File: config.mk
export PLATFORM = sky130hd
export DESIGN_NAME = uart_rx
export DESIGN_NICKNAME = d
export VERILOG_FILES = /design/src/rtl/uart_rx.sv
export SDC_FILE = /design/constraint.sdc
export NUM_CORES = 1
export LEC_CHECK = 0
export ABC_AREA = 1
export CORE_MARGIN = 1
export CORE_UTILIZATION = 63
export DETAILED_ROUTE_END_ITERATION = 12
export DONT_BUFFER_PORTS = 1
export GPL_TIMING_DRIVEN = 0
export PLACE_DENSITY = 0.79
export RECOVER_POWER = 100
export SLEW_MARGIN = 20
export SYNTH_ARGS = -nofsm -noshare
export SYNTH_HDL_FRONTEND = slang
export SYNTH_SLANG_ARGS = --single-unit
File: constraint.sdc
create_clock -name clk -period 2.2 [get_ports clk]
set_clock_uncertainty 0.05 [all_clocks]
set_input_delay 0.44 -clock clk [delete_from_list [all_inputs] [get_ports clk]]
set_output_delay 0.44 -clock clk [all_outputs]
set_load 0.02 [all_outputs]
File: src/rtl/uart_rx.sv
// 8-N-1 UART receiver with 2-flop input synchroniser, mid-bit sampling and one-cycle strobes.
// Optional parity stage (8-E-1 / 8-O-1) enabled by defining UART_RX_PARITY_EN.
module uart_rx #(
    parameter int unsigned CLKS_PER_BIT = 87
`ifdef UART_RX_PARITY_EN
    , parameter bit PARITY_ODD = 1'b0
`endif
) (
    input  logic       clk,
    input  logic       nrst,
    input  logic       rx_serial,
    output logic [7:0] rx_data,
    output logic       rx_valid,
    output logic       rx_frame_err,
    output logic       rx_parity_err,
    output logic       rx_busy
);

    localparam int unsigned CW = $clog2(CLKS_PER_BIT);
    localparam logic [CW-1:0] CNT_LAST = CW'(CLKS_PER_BIT - 1);
    localparam logic [CW-1:0] CNT_HALF = CW'((CLKS_PER_BIT - 1) / 2);

    typedef enum logic [2:0] {
        S_IDLE   = 3'd0,
        S_START  = 3'd1,
        S_DATA   = 3'd2,
        S_PARITY = 3'd3,
        S_STOP   = 3'd4,
        S_BREAK  = 3'd5
    } state_t;

    state_t        r_state;
    state_t        w_state_nx;
    logic [1:0]    r_sync;
    logic          w_rx_s;
    logic [CW-1:0] r_cnt;
    logic [CW-1:0] w_cnt_nx;
    logic [2:0]    r_idx;
    logic [2:0]    w_idx_nx;
    logic [7:0]    r_shift;
    logic [7:0]    w_shift_nx;
    logic [7:0]    r_data;
    logic [7:0]    w_data_nx;
    logic          r_valid;
    logic          w_valid_nx;
    logic          r_ferr;
    logic          w_ferr_nx;
    logic          r_busy;
    logic          w_busy_nx;
`ifdef UART_RX_PARITY_EN
    logic          r_par_bad;
    logic          w_par_bad_nx;
    logic          r_perr;
    logic          w_perr_nx;
`endif

    assign w_rx_s = r_sync[1];

    // State, datapath and registered outputs
    always_ff @(posedge clk or negedge nrst) begin
        if (!nrst) begin
            r_sync    <= 2'b11;
            r_state   <= S_IDLE;
            r_cnt     <= '0;
            r_idx     <= '0;
            r_shift   <= '0;
            r_data    <= '0;
            r_valid   <= 1'b0;
            r_ferr    <= 1'b0;
            r_busy    <= 1'b0;
`ifdef UART_RX_PARITY_EN
            r_par_bad <= 1'b0;
            r_perr    <= 1'b0;
`endif
        end else begin
            r_sync    <= {r_sync[0], rx_serial};
            r_state   <= w_state_nx;
            r_cnt     <= w_cnt_nx;
            r_idx     <= w_idx_nx;
            r_shift   <= w_shift_nx;
            r_data    <= w_data_nx;
            r_valid   <= w_valid_nx;
            r_ferr    <= w_ferr_nx;
            r_busy    <= w_busy_nx;
`ifdef UART_RX_PARITY_EN
            r_par_bad <= w_par_bad_nx;
            r_perr    <= w_perr_nx;
`endif
        end
    end

    // Next-state and output decode; the counter clears on every state change
    always_comb begin
        w_state_nx   = r_state;
        w_cnt_nx     = r_cnt + CW'(1);
        w_idx_nx     = r_idx;
        w_shift_nx   = r_shift;
        w_data_nx    = r_data;
        w_valid_nx   = 1'b0;
        w_ferr_nx    = 1'b0;
`ifdef UART_RX_PARITY_EN
        w_par_bad_nx = r_par_bad;
        w_perr_nx    = 1'b0;
`endif
        case (r_state)
            S_IDLE: begin
                w_cnt_nx = '0;
                if (!w_rx_s) w_state_nx = S_START;
            end
            S_START: begin
                if (r_cnt == CNT_HALF) begin
                    w_cnt_nx = '0;
                    if (w_rx_s) begin
                        w_state_nx = S_IDLE;
                    end else begin
                        w_state_nx = S_DATA;
                        w_idx_nx   = '0;
                    end
                end
            end
            S_DATA: begin
                if (r_cnt == CNT_LAST) begin
                    w_cnt_nx          = '0;
                    w_shift_nx[r_idx] = w_rx_s;
                    if (r_idx == 3'd7) begin
`ifdef UART_RX_PARITY_EN
                        w_state_nx = S_PARITY;
`else
                        w_state_nx = S_STOP;
`endif
                    end else begin
                        w_idx_nx = r_idx + 3'd1;
                    end
                end
            end
`ifdef UART_RX_PARITY_EN
            S_PARITY: begin
                if (r_cnt == CNT_LAST) begin
                    w_cnt_nx     = '0;
                    w_par_bad_nx = w_rx_s ^ (^r_shift) ^ PARITY_ODD;
                    w_state_nx   = S_STOP;
                end
            end
`endif
            S_STOP: begin
                if (r_cnt == CNT_LAST) begin
                    w_cnt_nx = '0;
                    if (w_rx_s) begin
                        w_data_nx  = r_shift;
                        w_valid_nx = 1'b1;
`ifdef UART_RX_PARITY_EN
                        w_perr_nx  = r_par_bad;
`endif
                        w_state_nx = S_IDLE;
                    end else begin
                        w_ferr_nx  = 1'b1;
                        w_state_nx = S_BREAK;
                    end
                end
            end
            S_BREAK: begin
                w_cnt_nx = '0;
                if (w_rx_s) w_state_nx = S_IDLE;
            end
            default: begin
                w_cnt_nx   = '0;
                w_state_nx = S_IDLE;
            end
        endcase
        w_busy_nx = (w_state_nx != S_IDLE);
    end

    assign rx_data      = r_data;
    assign rx_valid     = r_valid;
    assign rx_frame_err = r_ferr;
    assign rx_busy      = r_busy;
`ifdef UART_RX_PARITY_EN
    assign rx_parity_err = r_perr;
`else
    assign rx_parity_err = 1'b0;
`endif

endmodule

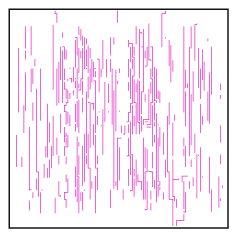
met2.png
Scale: 4 px per µm.
share of all routed wire: 51%
wire length on this layer: 1510 µm
main direction: vertical
longest straight run: 27.2 µm
Via Count: 1233
met2 routing resource usage after global routing: 0.445
total length of routed wires: 2.94 mm

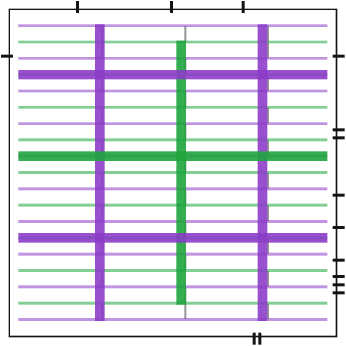
pdn.png
Scale: 6 px per µm. Pins as bars on the die edge. Tap cells in grey.
[purple] VSS
[green] VDD
met5 straps: 3
met4 straps: 3
met1 rails: 19
rows: 18

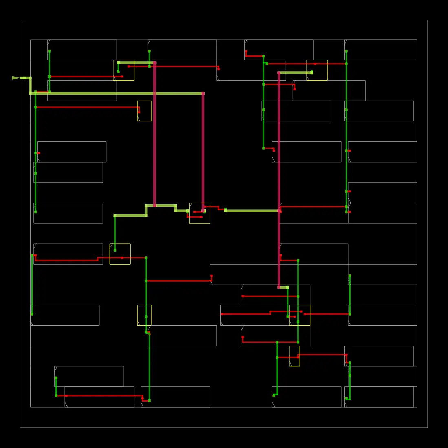
final_clocks.png
final sequential cell count: 34
insertion delay of the later-clocked pin in the worst-skew pair: 340 ps
clock tree buffer count of the final layout: 6
Clock group: 0.000331 W
Sinks on Clock Net: 34

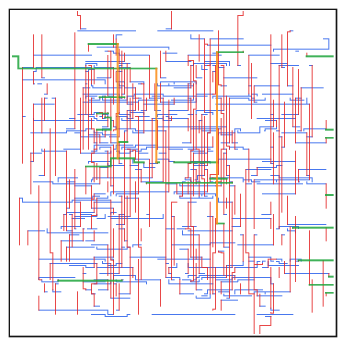
metal_stack.png
Scale: 6 px per µm.
[orange] met4 | wire length: 63.2 µm
[blue] met1 | wire length: 1250 µm
[red] met2 | wire length: 1510 µm
[green] met3 | wire length: 122 µm
GRT Total Usage: 0.242
final routed wire length divided by cell count: 13.0 µm

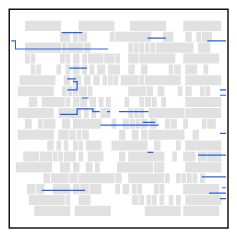
met3.png
Scale: 4 px per µm. Cells faint in the background.
nets with wire on the layer: 18
main direction: horizontal
longest straight run: 23.0 µm
wire length on this layer: 122 µm
routing usage on met3: 0.0611

==> design notes <==
The run finished with clean final reports. The number of fill cells in the layout was 205. Per the cell usage report, the commonest logic cell in the layout is sky130_fd_sc_hd__nand2_1. The standby leakage power came out at 0.878 nW.

In the CTS report, the clock slew at the register clock pins of the worst setup and hold paths is listed as 100 ps. The run gives 5.00 mm as the first-pass GRT wire length. The clock H-tree reported by CTS has 2 levels. Static timing analysis puts the maximum clock frequency at 0.536 GHz. Total negative slack: 0 ps. Headroom to the max-slew limit: 0.471. After floorplanning, the die was sized to cover 0.00295 mm². The number of cells in the yosys synthesis report came out at 187. The cell type with the largest total area after synthesis was sky130_fd_sc_hd__dfrtp_1. The logs give 0.00172 mm² for the area of the mapped netlist and 2430 ps for the worst endpoint required time. The initial antenna violation count was 0; the register-to-register path setup slack was 340 ps. The proportion of synthesized flip-flops having asynchronous set or reset came out at 1.00. After detailed placement, the design holds a cell count of 217. After synthesis, the mean cell area works out to 9.21 µm². The worst register-to-register path ends at r_cnt[5]. The run gives 0.0288 for the clock network contribution to total cell area. Setup repair after global routing left no endpoint under its margin. The highest signal layer in the routed design is met4. The register share after synthesis is 0.495, and the number of flops mapped to enable cells by yosys is 0. During I/O placement, the number of pins put on the boundary was 15. The tools report the weighted congestion reported at the end of routability-driven placement as 0.924. The net count of the finished layout is 203. The detailed router reports a met2 wire length of 1.51 mm. The fraction of area in registers is 0.480. Among the stages of the critical path, the cell type that occurs most often is sky130_fd_sc_hd__nor2_1. Per the run summary, max-cap violations total 0.

Total number of yosys warnings: 0. The tools report the total congestion overflow as 0. Counting instances, the worst hold path has a depth of 0.

Proportion of final cell area spent on non-clock buffers: 0.0176. The run gives 0 for the number of instances resized during post-cts repair. The layout multi-input combinational cell count is 127, and the data arrival at the endpoint of the critical path is 2100 ps. The count of final setup violators came out at 0. With the first-pass iteration count of the detailed router at 4, the total count of hold-check failures in the final report is 0. The root buffer cell chosen for the clock tree is sky130_fd_sc_hd__clkbuf_4. Final HPWL from detailed placement: 2.15 mm. Synthesis inferred 34 register bits. STA classifies the critical path startpoint as a register. The via count of the first global-routing pass is 1265. The worst reg2reg path depth was 8. The run gives 0.705 for the final core utilization. The synthesized instance count is 187. The flow inserted 30 tap cells. The cell with the largest stage delay on the worst path was sky130_fd_sc_hd__dfrtp_1.

Looking at the max-slew report, the worst-margin pin has a slew of 794 ps. In the final layout, excluding clock inverters the inverter count is 23. The die is 54.3 µm tall. Area of all sequential standard cells: 853 µm².

Counting distinct cell types in the post-synthesis netlist gives 31. The run gives 0.00176 mm² as the post-place instance area. The number of setup buffers added after CTS is 0. The final critical-path required period is 1860 ps, and the share of Yosys cell area claimed by the top area cell type is 0.465. For the DRC violations left, the log shows 0. The maximum buffer depth of the clock tree is 2. The worst setup path is captured at a register. The run gives 2 as the post-cts hold-fix buffer tally. The type of the tightest min-delay check was in -> reg. The final antenna diode tally reported by the flow is 0.

The layer with the highest usage after global routing is met2. The total number of warnings across the stage logs is 27. The number of antenna-violating nets in the routed design is 0. According to the floorplan log, the row count is 18. Leading cell type by number of instances after synthesis: sky130_fd_sc_hd__nand2_1. TritonCTS built the clock tree.

The run gives 466 ps as the post-placement worst setup slack. The area added between synthesis and finish came out at 3.27%. Capture endpoint of the worst hold path: r_sync[0].

Worst path setup slack after routing: 335 ps. Per STA, the highest per-stage delay on the worst path measures 430 ps. Power comes to 0.00108 W.

The tools report the area of the multi-input gates as 718 µm². The critical path is of the reg -> reg type. During placement, the flow inserted port buffers numbering 0.

The share of final-layout standard cells stronger than drive strength 1 was 0.198; the met3 wirelength from detailed routing was 121 µm. The run gives 0.848 for the share of the clock period used by the worst path. The commonest cells after synthesis are 38 x sky130_fd_sc_hd__nand2_1, 32 x sky130_fd_sc_hd__dfrtp_1, 20 x sky130_fd_sc_hd__nand3_1. With the worst hold-check slack at 31.3 ps, the horizontal die dimension is 54.3 µm.

The run gives 0 as the final count of pins violating max slew. The dominant register cell was sky130_fd_sc_hd__dfrtp_1. STA lists the startpoint of the worst hold path as rx_serial. In the final design, more cell area goes to sequential cells than to any other class. For the finished layout cell area, the log shows 0.00178 mm². Yosys attributes the largest share of cell area to sky130_fd_sc_hd__dfrtp_1 46%, sky130_fd_sc_hd__nand2_1 8.3%, sky130_fd_sc_hd__nand3_1 5.8%.

The run gives 194 as the floorplan net count. Counting plain and timing-repair buffers in the layout gives 5. Per STA, the worst path is made up of ha_1, nand3_1, nor2_1, nor2_1, inv_2, o21ai_4, clkinvlp_2, nor2_4. The launch instance of the worst register-to-register path is r_cnt[0]. The logs give 1.25 mm for the met1 routed wirelength after detailed routing and 0.683 for the core utilization before placement. The largest vdd supply drop was 0.581 mV. The chip area line in the Yosys stat output reads 0.00172 mm².

Per STA, the endpoint of the critical path is r_cnt[5]. With the clock buffer count from CTS at 5, the final standard cell count with taps included and fillers excluded is 227. Entering global routing, the biggest net connects 35 pins. Dividing the detail-routed via count by the number of cells gives 5.43. After the first detailed-routing iteration, the DRC count stood at 29.

The critical path starts at r_cnt[0]. By instance count after routing, the leading logic cell types are 40 x sky130_fd_sc_hd__nand2_1, 32 x sky130_fd_sc_hd__dfrtp_1, 21 x sky130_fd_sc_hd__nand3_1, 17 x sky130_fd_sc_hd__inv_1, 17 x sky130_fd_sc_hd__nor2_1. The power per standard cell area was 607 mW/mm²; the area of the core was 0.00252 mm². The run gives 0.250 for the met1 usage.

With the largest fanout of any net on the critical path at 6, the logic gate fraction of the total cell area is 0.404.
-- critical path: cells and delay by family, from the launching register on --
kind / cells / cell delay [ps]
flip-flops: 1 / 430
adder cells (fa/ha/maj): 1 / 260
AND/OR/NAND/NOR: 4 / 570
buffers and inverters: 2 / 420
AND-OR/OR-AND: 1 / 70
-- where the power goes --
part           leakage [nW]  internal [W]  switching, W
Combinational         0.387     0.0000295     0.0000626
Sequential            0.459      0.000639     0.0000169
Clock                0.0320      0.000122      0.000210
-- cells by family (layout without fill, tap and decap cells) --
logic type	Yosys count	after routing	share of synthesized area
XOR/XNOR	5	5	0.0254
other	1	1	0.00218
buffers and inverters	26	36	0.0668
adder cells (fa/ha/maj)	4	4	0.0290
flip-flops	34	34	0.495
AND/OR/NAND/NOR	102	102	0.320
AND-OR/OR-AND	15	15	0.0610
Power and IR drop assume default switching activity.
